**Met1 routing**

Bar = 20 um. Cells faint in the background.
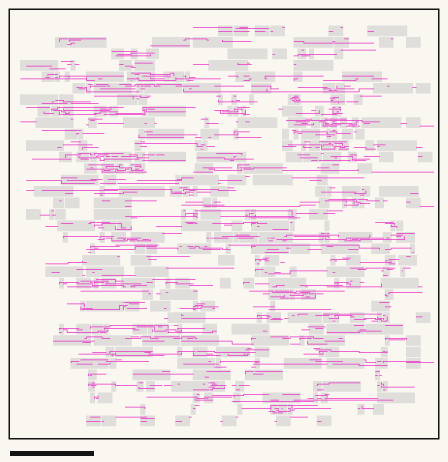
**The metal 2 layer**

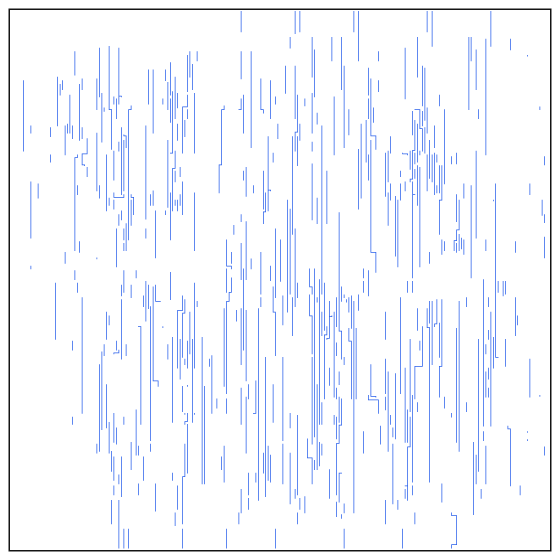
**The metal 3 layer**

Bar = 20 um.
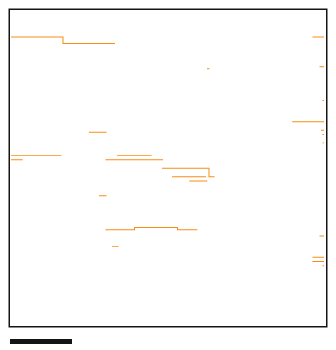
$ cat config.mk
export PLATFORM = sky130hd
export DESIGN_NAME = seg_display_ctrl
export DESIGN_NICKNAME = d
export VERILOG_FILES = /design/src/rtl/seg_pkg.sv /design/src/rtl/hex_to_seg7.sv /design/src/rtl/seg_display_ctrl.sv
export SDC_FILE = /design/constraint.sdc
export NUM_CORES = 1
export LEC_CHECK = 0
export CAP_MARGIN = 20
export CELL_PAD_IN_SITES_DETAIL_PLACEMENT = 0
export CELL_PAD_IN_SITES_GLOBAL_PLACEMENT = 2
export CORE_UTILIZATION = 34
export CTS_CLUSTER_DIAMETER = 50
export DETAILED_ROUTE_END_ITERATION = 7
export PLACE_DENSITY_LB_ADDON = 0.1
export SYNTH_ARGS = -nofsm -noshare
export SYNTH_HDL_FRONTEND = slang
export SYNTH_HIERARCHICAL = 1
export SYNTH_SLANG_ARGS = --single-unit
$ cat constraint.sdc
create_clock -name clk -period 2.5 [get_ports clk]
set_clock_uncertainty 0.1 [all_clocks]
set_input_delay 0.5 -clock clk [delete_from_list [all_inputs] [get_ports clk]]
set_output_delay 0.5 -clock clk [all_outputs]
set_load 0.01 [all_outputs]
$ cat src/rtl/seg_pkg.sv
// Shared constants and helpers for the seven-segment display controller.
package seg_pkg;

    // Number of physical digits on the display.
    localparam int unsigned NUM_DIGITS = 8;

    // Number of captured bytes held for display (two digits per byte).
    localparam int unsigned NUM_BYTES = 4;

    // Saturation value of the byte counter.
    localparam logic [2:0] COUNT_MAX = 3'd4;

    // All segments off, decimal point off (active-low).
    localparam logic [7:0] SEG_BLANK = 8'hFF;

    // Hex digit to segment pattern, active-low {dp, g, f, e, d, c, b, a}.
    localparam logic [7:0] HEX_SEG [16] = '{
        8'hC0, 8'hF9, 8'hA4, 8'hB0,
        8'h99, 8'h92, 8'h82, 8'hF8,
        8'h80, 8'h90, 8'h88, 8'h83,
        8'hC6, 8'hA1, 8'h86, 8'h8E
    };

    // Active-low one-hot digit enable for a digit index.
    function automatic logic [NUM_DIGITS-1:0] digit_enable(input logic [2:0] idx);
        logic [NUM_DIGITS-1:0] one;
        one = NUM_DIGITS'(1);
        return ~(one << idx);
    endfunction

    // Byte count after one capture, saturating at COUNT_MAX.
    function automatic logic [2:0] count_after_capture(input logic [2:0] cnt);
        return (cnt >= COUNT_MAX) ? COUNT_MAX : cnt + 3'd1;
    endfunction

endpackage

$ cat src/rtl/hex_to_seg7.sv
// Combinational hex nibble to active-low seven-segment pattern.
module hex_to_seg7
    import seg_pkg::*;
(
    input  logic [3:0] nibble,
    output logic [7:0] pattern
);

    // Table lookup; decimal point is always off in the table values.
    always_comb begin
        pattern = HEX_SEG[nibble];
    end

endmodule

$ cat src/rtl/seg_display_ctrl.sv
// Four-byte capture buffer shown as hex on an 8-digit multiplexed
// common-anode seven-segment display.
module seg_display_ctrl
    import seg_pkg::*;
#(
    parameter int unsigned SCAN_DIV = 20000,
    parameter int unsigned DIV_W    = 15
) (
    input  logic       clk,
    input  logic       rst,
    input  logic       valid,
    input  logic [7:0] data,
    input  logic       clear,
    output logic [7:0] led_en,
    output logic [7:0] seg,
    output logic [2:0] count
);

    // Reject parameter sets the divider cannot represent.
    if (SCAN_DIV < 2) begin : g_bad_div
        $error("seg_display_ctrl: SCAN_DIV must be >= 2");
    end
    if ((64'd1 << DIV_W) < 64'(SCAN_DIV)) begin : g_bad_width
        $error("seg_display_ctrl: DIV_W too narrow for SCAN_DIV");
    end

    localparam logic [DIV_W-1:0] DIV_LAST = DIV_W'(SCAN_DIV - 1);

    logic [7:0]       buf_q [NUM_BYTES];
    logic [2:0]       count_q;
    logic [DIV_W-1:0] div_q;
    logic [2:0]       idx_q;

    logic [1:0]       byte_sel;
    logic [3:0]       nibble;
    logic             blank;
    logic [7:0]       hex_pat;

    // Capture shift buffer with saturating count; clear zeroes all bytes
    // but a simultaneous capture still lands in b0.
    always_ff @(posedge clk or posedge rst) begin
        if (rst) begin
            for (int unsigned i = 0; i < NUM_BYTES; i++) begin
                buf_q[i] <= '0;
            end
            count_q <= '0;
        end else if (clear) begin
            for (int unsigned i = 1; i < NUM_BYTES; i++) begin
                buf_q[i] <= '0;
            end
            buf_q[0] <= valid ? data : '0;
            count_q  <= valid ? 3'd1 : 3'd0;
        end else if (valid) begin
            for (int unsigned i = 1; i < NUM_BYTES; i++) begin
                buf_q[i] <= buf_q[i-1];
            end
            buf_q[0] <= data;
            count_q  <= count_after_capture(count_q);
        end
    end

    // Scan divider; the digit index advances on the divider wrap cycle.
    always_ff @(posedge clk or posedge rst) begin
        if (rst) begin
            div_q <= '0;
            idx_q <= '0;
        end else if (div_q == DIV_LAST) begin
            div_q <= '0;
            idx_q <= idx_q + 3'd1;
        end else begin
            div_q <= div_q + DIV_W'(1);
        end
    end

    // Select the nibble for the current digit and decide if its byte is empty.
    always_comb begin
        byte_sel = idx_q[2:1];
        nibble   = idx_q[0] ? buf_q[byte_sel][7:4] : buf_q[byte_sel][3:0];
        blank    = ({1'b0, byte_sel} >= count_q);
    end

    hex_to_seg7 u_hex (
        .nibble  (nibble),
        .pattern (hex_pat)
    );

    // Registered display drive; enable and segments switch on the same edge.
    always_ff @(posedge clk or posedge rst) begin
        if (rst) begin
            led_en <= '1;
            seg    <= SEG_BLANK;
        end else begin
            led_en <= digit_enable(idx_q);
            seg    <= blank ? SEG_BLANK : hex_pat;
        end
    end

    // Byte count is visible straight from its register.
    always_comb begin
        count = count_q;
    end

endmodule

==> impl_results.rst <==
Metrics
=======

.. list-table::
   :header-rows: 1

   * - Metric
     - Value
   * - Pin count of the biggest net entering global routing
     - 45
   * - Cell at the root of the clock tree
     - sky130_fd_sc_hd__clkbuf_8
   * - Antenna violations before repair
     - 0
   * - Maximum achievable frequency
     - 424 MHz
   * - Tally of filler cells in the layout
     - 923
   * - Routed WL
     - 6490 um
   * - Final HPWL DP
     - 4460 um
   * - Crit. Startpoint
     - idx_q[1]
   * - Port Buffer Count
     - 30
   * - Synthesis-stage register bit count
     - 69
   * - Post-route ant nets
     - 0
   * - Startpoint of the lowest-slack register-to-register path
     - idx_q[1]
   * - Combinational cell power
     - 0.265 mW
   * - Placeable core area
     - 0.00942 sq mm
   * - Die W
     - 102 um
   * - Critical path launch point type
     - flip-flop
   * - Type of the worst setup path
     - flip-flop to flip-flop
   * - Vias in the first global route
     - 2290
   * - Internal power contribution
     - 1.79 mW
   * - Clock share of power
     - 38.4%
   * - Dominant kind of combinational cell
     - simple AND/OR/NAND/NOR gates
   * - Source-to-sink clock delay at the later pin of the worst-skew pair
     - 0.35 ns
   * - Weighted congestion reported at the end of routability-driven placement
     - 0.765
   * - Leading cell types in the layout, fill and taps excluded
     - 52 x sky130_fd_sc_hd__dfrtp_1, 36 x sky130_fd_sc_hd__nand2_1, 34 x sky130_fd_sc_hd__nor2_1, 29 x sky130_fd_sc_hd__clkdlybuf4s50_1, 25 x sky130_fd_sc_hd__mux2i_1
   * - Area reported by Yosys stat
     - 0.00337 sq mm
   * - Cells resized by post-CTS repair
     - 0
   * - Mean routed wirelength per cell
     - 13.6 um
   * - Cell taking the most area after synthesis
     - sky130_fd_sc_hd__dfrtp_1
   * - GR Util All Layers
     - 14.5%
   * - Setup fix buffers added after clock tree synthesis
     - 0
   * - R2R setup slack
     - 0.14 ns
   * - Ports placed on the boundary
     - 31
   * - Count of cells along the worst register-to-register path
     - 10
   * - Measured slew at the worst slew-check pin
     - 0.658 ns
   * - Pwr per Cell Area
     - 584 mW/mm^2
   * - Number of placed instances, taps included
     - 460
   * - Final instance count without filler cells
     - 479
   * - Hold WC Path Type
     - flip-flop to flip-flop
   * - Post-synthesis compound-gate area fraction
     - 4.91%
   * - Number of optimization iterations in the first detailed-route pass
     - 4
   * - Die Height
     - 102 um
   * - Antenna diode count
     - 0
   * - Multi-input logic area
     - 0.00150 sq mm
   * - Total clock buffers created by CTS
     - 9
   * - Asr flop ratio synth
     - 100%
   * - Max-slew violation count
     - 0
   * - Vias after detailed routing
     - 2221
   * - Post-synthesis instance area
     - 0.00337 sq mm
   * - Init Core Util
     - 35.8%
   * - Hold_buf cts
     - 0
   * - Clock-pin slew reported for the worst setup and hold paths after clock tree synthesis
     - 0.08 ns
   * - Top post-synthesis cells by count
     - 53 x sky130_fd_sc_hd__dfrtp_1, 38 x sky130_fd_sc_hd__nand2_1, 34 x sky130_fd_sc_hd__nor2_1, 25 x sky130_fd_sc_hd__mux2i_1, 18 x sky130_fd_sc_hd__ha_1
   * - Crit path DRT
     - 2.68 ns
   * - NumNets Final
     - 375
   * - Unique masters post-synth
     - 40
   * - Sequential share of cell area
     - 43.0%
   * - Dominant kind of cell
     - sequential cells
   * - Clock buffer instance count of the final layout
     - 12
   * - Seq pwr
     - 1.20 mW
   * - Simple-gate share of the synthesized area
     - 16.3%
   * - Leakage power
     - 1.84 nW
   * - Area Growth Syn to Fin
     - 20.8%
   * - Number of hold-slack violations in the final timing report
     - 0
   * - Area share of the largest cell type after synthesis
     - 39.4%
   * - Switching power
     - 0.583 mW
   * - Cell count listed in synth_stat.txt
     - 302
   * - Clock Network Area Fraction
     - 4.74%
   * - Total power draw
     - 2.38 mW
   * - Logic inverters
     - 11
   * - Yosys xor share
     - 3.12%
   * - Multi-input gates
     - 207
   * - Result of the run
     - finished clean
   * - WP data arrival
     - 2.54 ns
   * - Vias per cell
     - 4.64
   * - Peak fanout along the critical path
     - 6
   * - Share of total power consumed by net switching
     - 24.5%
   * - Num sequential
     - 69
   * - Clock tree from TritonCTS
     - yes
   * - Synth Instances
     - 302
   * - Flop area
     - 0.00175 sq mm
   * - Post-Synth Adder-Cell Area
     - 6.69%
   * - Number of setup violations in the final report
     - 0
   * - Well tap count
     - 129
   * - Signal buf overhead
     - 10.5%
   * - Critical Path End Type
     - flip-flop
   * - Top cells by area
     - sky130_fd_sc_hd__dfrtp_1 39%, sky130_fd_sc_hd__dfstp_2 12%, sky130_fd_sc_hd__mux2i_1 7.4%, sky130_fd_sc_hd__ha_1 6.7%, sky130_fd_sc_hd__mux4_2 5.4%
   * - Top power group
     - registers
About 'met1 routing':
The layer carries 3060 um of wire. The layer holds 47% of the routed length. The wires run mostly horizontal. 326 nets have wire on it. The longest straight run is 41.6 um.

About 'the metal 2 layer':
The layer carries 3150 um of wire. The wires run mostly vertical. The longest straight run is 39.8 um. 300 nets have wire on it.

About 'the metal 3 layer':
The layer carries 183 um of wire. The longest straight run is 18.2 um. 18 nets have wire on it. The layer holds 2.8% of the routed length.

## worst min path at each step
stage	start	endpoint	slack, ns	cells past startpoint
final	div_q[8]	div_q[8]	0.39	1
after global routing	div_q[8]	div_q[8]	0.41	1
after CTS	div_q[4]	div_q[4]	0.40	1
after detailed placement	div_q[8]	div_q[8]	0.38	1
after global placement	div_q[4]	div_q[4]	0.38	1
after floorplan	div_q[4]	div_q[4]	0.35	1
## state kept, by name (all words and copies together), names as in the netlist
signal and flops:
div_q 15, buf_q 32, idx_q 3, count 3, led_en 8, seg 8
## per-stage QoR
| stage | hold WS [ns] | setup TNS (ns) | area [sq um] | utilization, % |
|---|---|---|---|---|
| CTS | 0.397 | 0 | 4030 | 42.8 |
| global placement | 0.376 | 0 | 3840 | 40.8 |
| floorplan | 0.353 | 0 | 3370 | - |
| finish | 0.394 | 0 | 4070 | 43.2 |
| detailed placement | 0.384 | 0 | 3840 | 40.8 |
| global route | 0.407 | -0.00287 | 4070 | 43.2 |
## per-layer routing
metal	vias to the layer above	global-route usage [%]	wire length (um)	share of wire, %
met3	8	3.86	182	2.8
met5	-	0	0	0
met4	0	6.35	100	1.5
met2	29	23.1	3150	48
li1	1095	-	-	-
met1	1089	18.5	3060	47
## critical path, cell delays in order, from the launching register on
cell and delay, ns:
sky130_fd_sc_hd__dfrtp_2 0.46, sky130_fd_sc_hd__buf_4 0.15, sky130_fd_sc_hd__mux4_2 0.33, sky130_fd_sc_hd__nand2_1 0.08, sky130_fd_sc_hd__nand2_2 0.12, sky130_fd_sc_hd__inv_1 0.08
sky130_fd_sc_hd__ha_1 0.18, sky130_fd_sc_hd__or2_2 0.30, sky130_fd_sc_hd__a21oi_2 0.14, sky130_fd_sc_hd__a31oi_1 0.05, sky130_fd_sc_hd__or2_2 0.31
Power and IR drop assume default switching activity.
